## src/rtl/branch_redirect_ctrl.sv

```systemverilog
// Branch resolution sequencer: turns an accepted taken EX-stage control transfer into a
// one-cycle PC redirect plus wrong-path flush, or a misaligned-target trap, with statistics.
module branch_redirect_ctrl #(
  parameter int unsigned CNT_W = 16
) (
  input  logic             clk,
  input  logic             rst_n,
  input  logic             ex_valid_i,
  input  logic             ex_is_branch_i,
  input  logic             ex_is_jump_i,
  input  logic             jump_en_i,
  input  logic [31:0]      ex_target_i,
  input  logic             stall_i,
  input  logic             cnt_clr_i,
  output logic             pc_redirect_o,
  output logic [31:0]      pc_target_o,
  output logic             flush_if_id_o,
  output logic             flush_id_ex_o,
  output logic             kill_ex_o,
  output logic             trap_o,
  output logic [31:0]      trap_addr_o,
  output logic             busy_o,
  output logic [CNT_W-1:0] branch_cnt_o,
  output logic [CNT_W-1:0] taken_cnt_o
);

  typedef enum logic [1:0] {
    IDLE  = 2'd0,
    REDIR = 2'd1,
    TRAP  = 2'd2
  } state_t;

  localparam logic [CNT_W-1:0] CNT_MAX = '1;

  state_t state;
  logic   accept;
  logic   taken;
  logic   aligned;
  logic   branch_inc;
  logic   taken_inc;

  // Only IDLE accepts; anything in EX while busy is wrong path.
  always_comb begin
    accept     = 1'b0;
    taken      = 1'b0;
    aligned    = 1'b0;
    branch_inc = 1'b0;
    taken_inc  = 1'b0;
    accept     = (state == IDLE) & ex_valid_i & (ex_is_branch_i | ex_is_jump_i) & ~stall_i;
    taken      = ex_is_jump_i | (ex_is_branch_i & jump_en_i);
    aligned    = (ex_target_i[1:0] == 2'b00);
    branch_inc = accept;
    taken_inc  = accept & taken & aligned;
  end

  // Saturating statistics; a clear beats a simultaneous increment.
  always_ff @(posedge clk or negedge rst_n) begin
    if (!rst_n) begin
      branch_cnt_o <= '0;
      taken_cnt_o  <= '0;
    end else if (cnt_clr_i) begin
      branch_cnt_o <= '0;
      taken_cnt_o  <= '0;
    end else begin
      if (branch_inc && (branch_cnt_o != CNT_MAX)) begin
        branch_cnt_o <= branch_cnt_o + CNT_W'(1);
      end
      if (taken_inc && (taken_cnt_o != CNT_MAX)) begin
        taken_cnt_o <= taken_cnt_o + CNT_W'(1);
      end
    end
  end

  // Sequencer with registered strobes; a stall holds REDIR/TRAP unchanged.
  always_ff @(posedge clk or negedge rst_n) begin
    if (!rst_n) begin
      state         <= IDLE;
      pc_redirect_o <= 1'b0;
      pc_target_o   <= '0;
      flush_if_id_o <= 1'b0;
      flush_id_ex_o <= 1'b0;
      kill_ex_o     <= 1'b0;
      trap_o        <= 1'b0;
      trap_addr_o   <= '0;
      busy_o        <= 1'b0;
    end else begin
      case (state)
        IDLE: begin
          if (accept && taken) begin
            flush_if_id_o <= 1'b1;
            flush_id_ex_o <= 1'b1;
            kill_ex_o     <= 1'b1;
            busy_o        <= 1'b1;
            if (aligned) begin
              state         <= REDIR;
              pc_redirect_o <= 1'b1;
              pc_target_o   <= ex_target_i;
            end else begin
              state         <= TRAP;
              trap_o        <= 1'b1;
              trap_addr_o   <= ex_target_i;
            end
          end
        end
        REDIR, TRAP: begin
          if (!stall_i) begin
            state         <= IDLE;
            pc_redirect_o <= 1'b0;
            flush_if_id_o <= 1'b0;
            flush_id_ex_o <= 1'b0;
            kill_ex_o     <= 1'b0;
            trap_o        <= 1'b0;
            busy_o        <= 1'b0;
          end
        end
        default: begin
          state         <= IDLE;
          pc_redirect_o <= 1'b0;
          flush_if_id_o <= 1'b0;
          flush_id_ex_o <= 1'b0;
          kill_ex_o     <= 1'b0;
          trap_o        <= 1'b0;
          busy_o        <= 1'b0;
        end
      endcase
    end
  end

endmodule

```

## config.mk

```make
export PLATFORM = sky130hd
export DESIGN_NAME = branch_redirect_ctrl
export DESIGN_NICKNAME = d
export VERILOG_FILES = /design/src/rtl/branch_redirect_ctrl.sv
export SDC_FILE = /design/constraint.sdc
export NUM_CORES = 1
export LEC_CHECK = 0
export CORE_ASPECT_RATIO = 0.5
export CORE_UTILIZATION = 48
export CTS_BUF_LIST = sky130_fd_sc_hd__clkbuf_4
export DETAILED_ROUTE_END_ITERATION = 8
export PLACE_DENSITY_LB_ADDON = 0.1
export SKIP_CTS_REPAIR_TIMING = 1
export SLEW_MARGIN = 5
export SYNTH_ARGS = -nofsm -noshare
export SYNTH_HDL_FRONTEND = slang
export SYNTH_SLANG_ARGS = --single-unit
```

## constraint.sdc

```tcl
create_clock -name clk -period 2.6 [get_ports clk]
set_clock_uncertainty 0.2 [all_clocks]
set_input_delay 0.39 -clock clk [delete_from_list [all_inputs] [get_ports clk]]
set_output_delay 0.39 -clock clk [all_outputs]
set_load 0.01 [all_outputs]
```

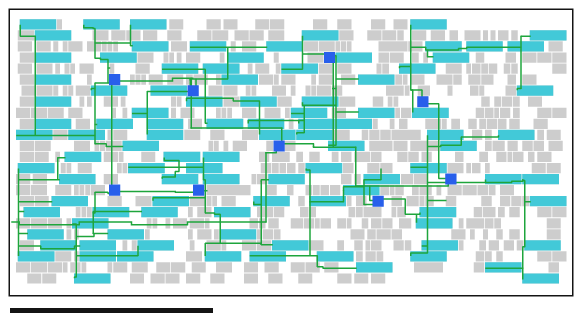
*Clock distribution, run 1*
Scale bar: 50 microns.
[flip-flops] cyan | count: 101
[clock wires] green | length: 1180 microns
[clock-net drivers] blue | count: 9
flops lie: widely spread
clk_lat worst skew: 0.46 ns
Clk pwr share: 0.159
P_clk: 831 uW

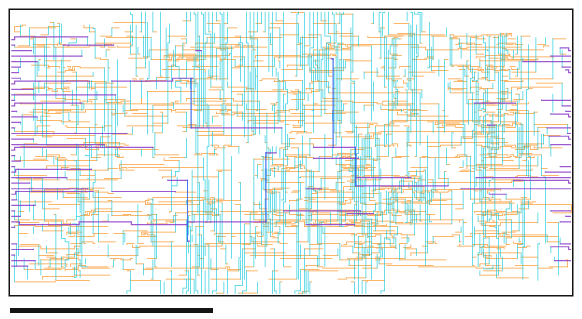
*Routed metal, one color a layer, run 1*
Scale bar: 50 microns.
| layer | color | wire length |
|---|---|---|
| M3 | purple | 743 microns |
| M4 | blue | 75.5 microns |
| M2 | cyan | 5140 microns |
| M1 | orange | 4700 microns |

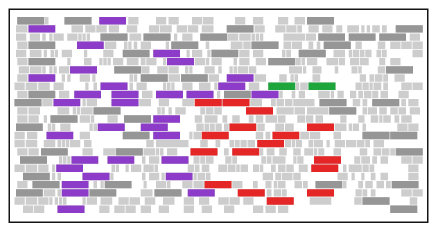
*Register map, names as in the netlist, run 1*
| signal | color | flops |
|---|---|---|
| `taken_cnt_o` | red | 16 |
| `state` | green | 2 |
| `pc_target_o` | purple | 32 |
not colored: 51

==> impl_metrics.py, run 1 <==
# Synthesis and PnR figures
metrics = {
    "worst_setup_path": {
        "cp-start-kind": "flip-flop",
        "r2r_slack_ns": 0.21,
        "critPathMaxStageDelay_ns": 0.64,
        "critPathMaxFanout": 6,
        "crit_path_cell_trace": "inv_1 > ha_1 > nand3b_4 > or4_1 > or4_1 > a21oi_1",
        "cp_num_buf_inv": 1,
        "endpoint": "taken_cnt_o[9]$_DFFE_PN0P_",
    },
    "grt": {
        "grt_usage": 0.235,
        "grt.busiest_layer": "met2",
        "met2_usage": 0.393,
        "grt_pass1_vias": 3662,
        "antenna_found_initial": 0,
        "use_met3": 0.0754,
        "grt_first_pass_wirelength_mm": 18.0,
    },
    "final_layout": {
        "sh_comb_area": 0.291,
        "ff_count": 101,
        "dominant-cell-class": "flip-flops and latches",
        "layout.nonclk_buf_frac": 0.254,
        "antenna_cells": 0,
        "utilization": 0.705,
    },
    "detailed_routing": {
        "routed_wl_mm": 10.7,
        "met3_length_microns": 742,
        "dr_wl_met2_mm": 5.14,
        "via_per_inst": 5.32,
        "route.detailed.drc": 12,
        "ant_nets": 0,
        "top_layer": "met4",
        "vias": 3690,
    },
    "clock_network": {
        "cts_tree": "built",
        "numCtsBuffers": 9,
        "cts_buffer_depth": 2,
        "cts.clk_slew.worst_paths_ns": 0.16,
        "cts_sinks": 101,
        "h-tree-depth": 3,
        "cts_root_buf": "clkbuf_4",
    },
    "timing": {
        "layout_setup_ws_ns": 0.213,
        "timing.hold.ws_ns": 0.128,
        "worst_pin_slew_ns": 0.592,
        "fmax_ghz": 0.419,
        "hold_viol": 0,
    },
    "power": {
        "p_leak_uw": 0.00265,
        "powerDensity_mw_per_mm2": 839,
        "swShare": 0.313,
        "seqPwrFrac": 0.445,
        "ir_drop_mv": 0.568,
        "p_comb_uw": 2070,
    },
    "yosys": {
        "seq_area_frac_synth": 0.566,
        "ys.flop_type": "dfrtp_1",
        "ys_warn_count": 0,
        "synth_cells": 425,
        "syn_area_sq_mm": 0.00446,
        "ys_sh_simple": 0.211,
        "synthDistinctLibCells": 39,
        "top_logic_kind": "simple AND/OR/NAND/NOR gates",
        "syn_nets": 468,
        "synth.most_common_cell": "nand2_1",
    },
    "die": {
        "die_y_microns": 70.2,
        "die_width_microns": 138,
        "coreArea_sq_mm": 0.00886,
        "fp-utilization": 0.504,
        "die-area_sq_mm": 0.00971,
    },
    "placed_design": {
        "preCtsSetupSlack_ns": 0.00768,
        "post-place-cells": 677,
        "numPortBuffers": 141,
    },
    "outcome": {
        "violations": "DRC",
        "status": "finished with violations",
    },
    "flow_run": {
        "warning_count": 26,
    },
}
==> run 2, diff against run 1 <==
--- a/config.mk
+++ b/config.mk
@@ -5,8 +5,11 @@
 export SDC_FILE = /design/constraint.sdc
 export NUM_CORES = 1
 export LEC_CHECK = 0
+export ABC_AREA = 1
+export CELL_PAD_IN_SITES_DETAIL_PLACEMENT = 1
+export CELL_PAD_IN_SITES_GLOBAL_PLACEMENT = 1
 export CORE_ASPECT_RATIO = 0.5
-export CORE_UTILIZATION = 48
+export CORE_UTILIZATION = 35
 export CTS_BUF_LIST = sky130_fd_sc_hd__clkbuf_4
 export DETAILED_ROUTE_END_ITERATION = 8
 export PLACE_DENSITY_LB_ADDON = 0.1
==> run 2 against run 1 <==
  * The run now ends clean
  * Critical path type is now flip-flop to primary output
  * Total power rose by 3.8%
  * Die area rose by 47%
  * First-iteration DRC count fell by 13%
  * Sequential power barely moved
  * Maximum frequency rose by 9.5%
  * Via count rose by 21%
  * Register-to-register slack improved by 0.27 ns
  * Wire length rose by 34%
  * Clock power fell by 3.0%
  * Sequential share of layout area fell by 2.0 points
==> impl_metrics.py, run 2 <==
# Synthesis and PnR figures
metrics = {
    "outcome": {
        "status": "complete, no violations",
    },
    "power": {
        "power_uw": 5430,
        "p_comb_uw": 2310,
        "seqPwrFrac": 0.426,
        "p_leak_uw": 0.00328,
        "power_switching_uw": 1990,
        "swShare": 0.367,
        "powerDensity_mw_per_mm2": 829,
    },
    "timing": {
        "worst_pin_slew_ns": 0.569,
        "hold_viol": 0,
        "fmax_ghz": 0.459,
        "layout_setup_ws_ns": 0.420,
    },
    "placed_design": {
        "numPortBuffers": 141,
        "place_area_sq_mm": 0.00641,
        "post-place-cells": 912,
        "preCtsSetupSlack_ns": 0.252,
    },
    "detailed_routing": {
        "met3_length_microns": 600,
        "via_per_inst": 4.82,
        "vias": 4475,
        "top_layer": "met4",
        "dr_wl_met2_mm": 6.81,
        "routed_wl_mm": 14.3,
        "ant_nets": 0,
    },
    "worst_setup_path": {
        "r2r_slack_ns": 0.48,
        "critPathMaxStageDelay_ns": 0.59,
        "cp-startpoint": "taken_cnt_o[7]$_DFFE_PN0P_",
        "cp_num_buf_inv": 1,
        "crit_cells": 1,
        "endpoint": "taken_cnt_o[7]",
        "critPathMaxFanout": 7,
        "cp.arrival_ns": 1.59,
        "cp-start-kind": "flip-flop",
    },
    "final_layout": {
        "sh_comb_area": 0.296,
        "layout-drive-gt1-share": 0.0593,
        "dominant-cell-class": "flip-flops and latches",
        "antenna_cells": 0,
        "layout.nonclk_buf_frac": 0.235,
    },
    "grt": {
        "use_met3": 0.0452,
        "met2_usage": 0.372,
        "grt_first_pass_wirelength_mm": 24.1,
        "grt.busiest_layer": "met2",
        "grt_pass1_vias": 4645,
        "grt_usage": 0.213,
    },
    "clock_network": {
        "cts_tree": "built",
        "cts_buffer_depth": 2,
        "clk_latency_ns": 0.46,
        "cts.clk_slew.worst_paths_ns": 0.19,
        "h-tree-depth": 3,
    },
    "yosys": {
        "synth_flops": 101,
        "synth_cells": 615,
        "synthDistinctLibCells": 24,
        "synth.most_common_cell": "nand2_1",
        "ys.flop_type": "dfrtp_1",
        "ys_sh_simple": 0.339,
        "ys_warn_count": 0,
        "top_logic_kind": "simple AND/OR/NAND/NOR gates",
        "syn_nets": 658,
    },
    "die": {
        "fp-utilization": 0.370,
        "die-area_sq_mm": 0.0143,
        "die_width_microns": 168,
    },
    "flow_run": {
        "warning_count": 26,
    },
}
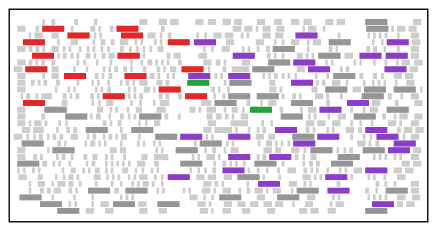
*Register map, names as in the netlist, run 2*
| signal | color | flops |
|---|---|---|
| `pc_target_o` | purple | 32 |
| `taken_cnt_o` | red | 16 |
| `state` | green | 2 |
not colored: 51
post-route core utilization: 0.502
seq pwr: 2310 uW
sequential share of cell area: 0.385
FF+latch area: 0.00253 sq mm

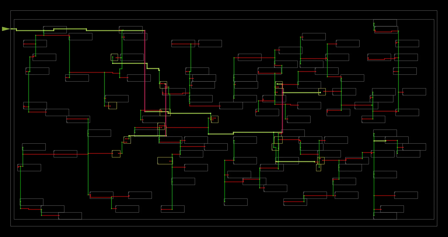
*Clock wiring as the flow saved it, run 2*
total CTS buffers: 9
CTS sink count: 101
registers: 101
P_clk: 806 uW
clkbuf count: 9

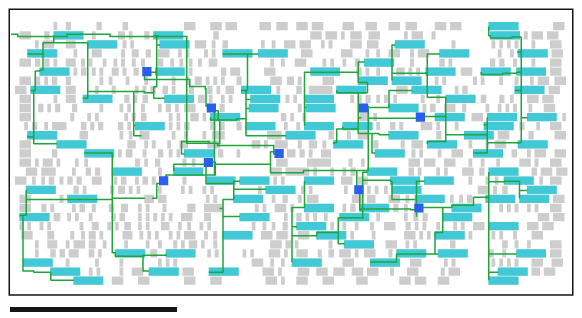
*Clock distribution, run 2*
Scale bar: 50 microns.
[flip-flops] cyan | count: 101
[clock wires] green | length: 1300 microns
[clock-net drivers] blue | count: 9
flops lie: widely spread
routed clock nets: 10
Clk pwr share: 0.148

No activity file was given, so power comes from the tool's default toggle rates.
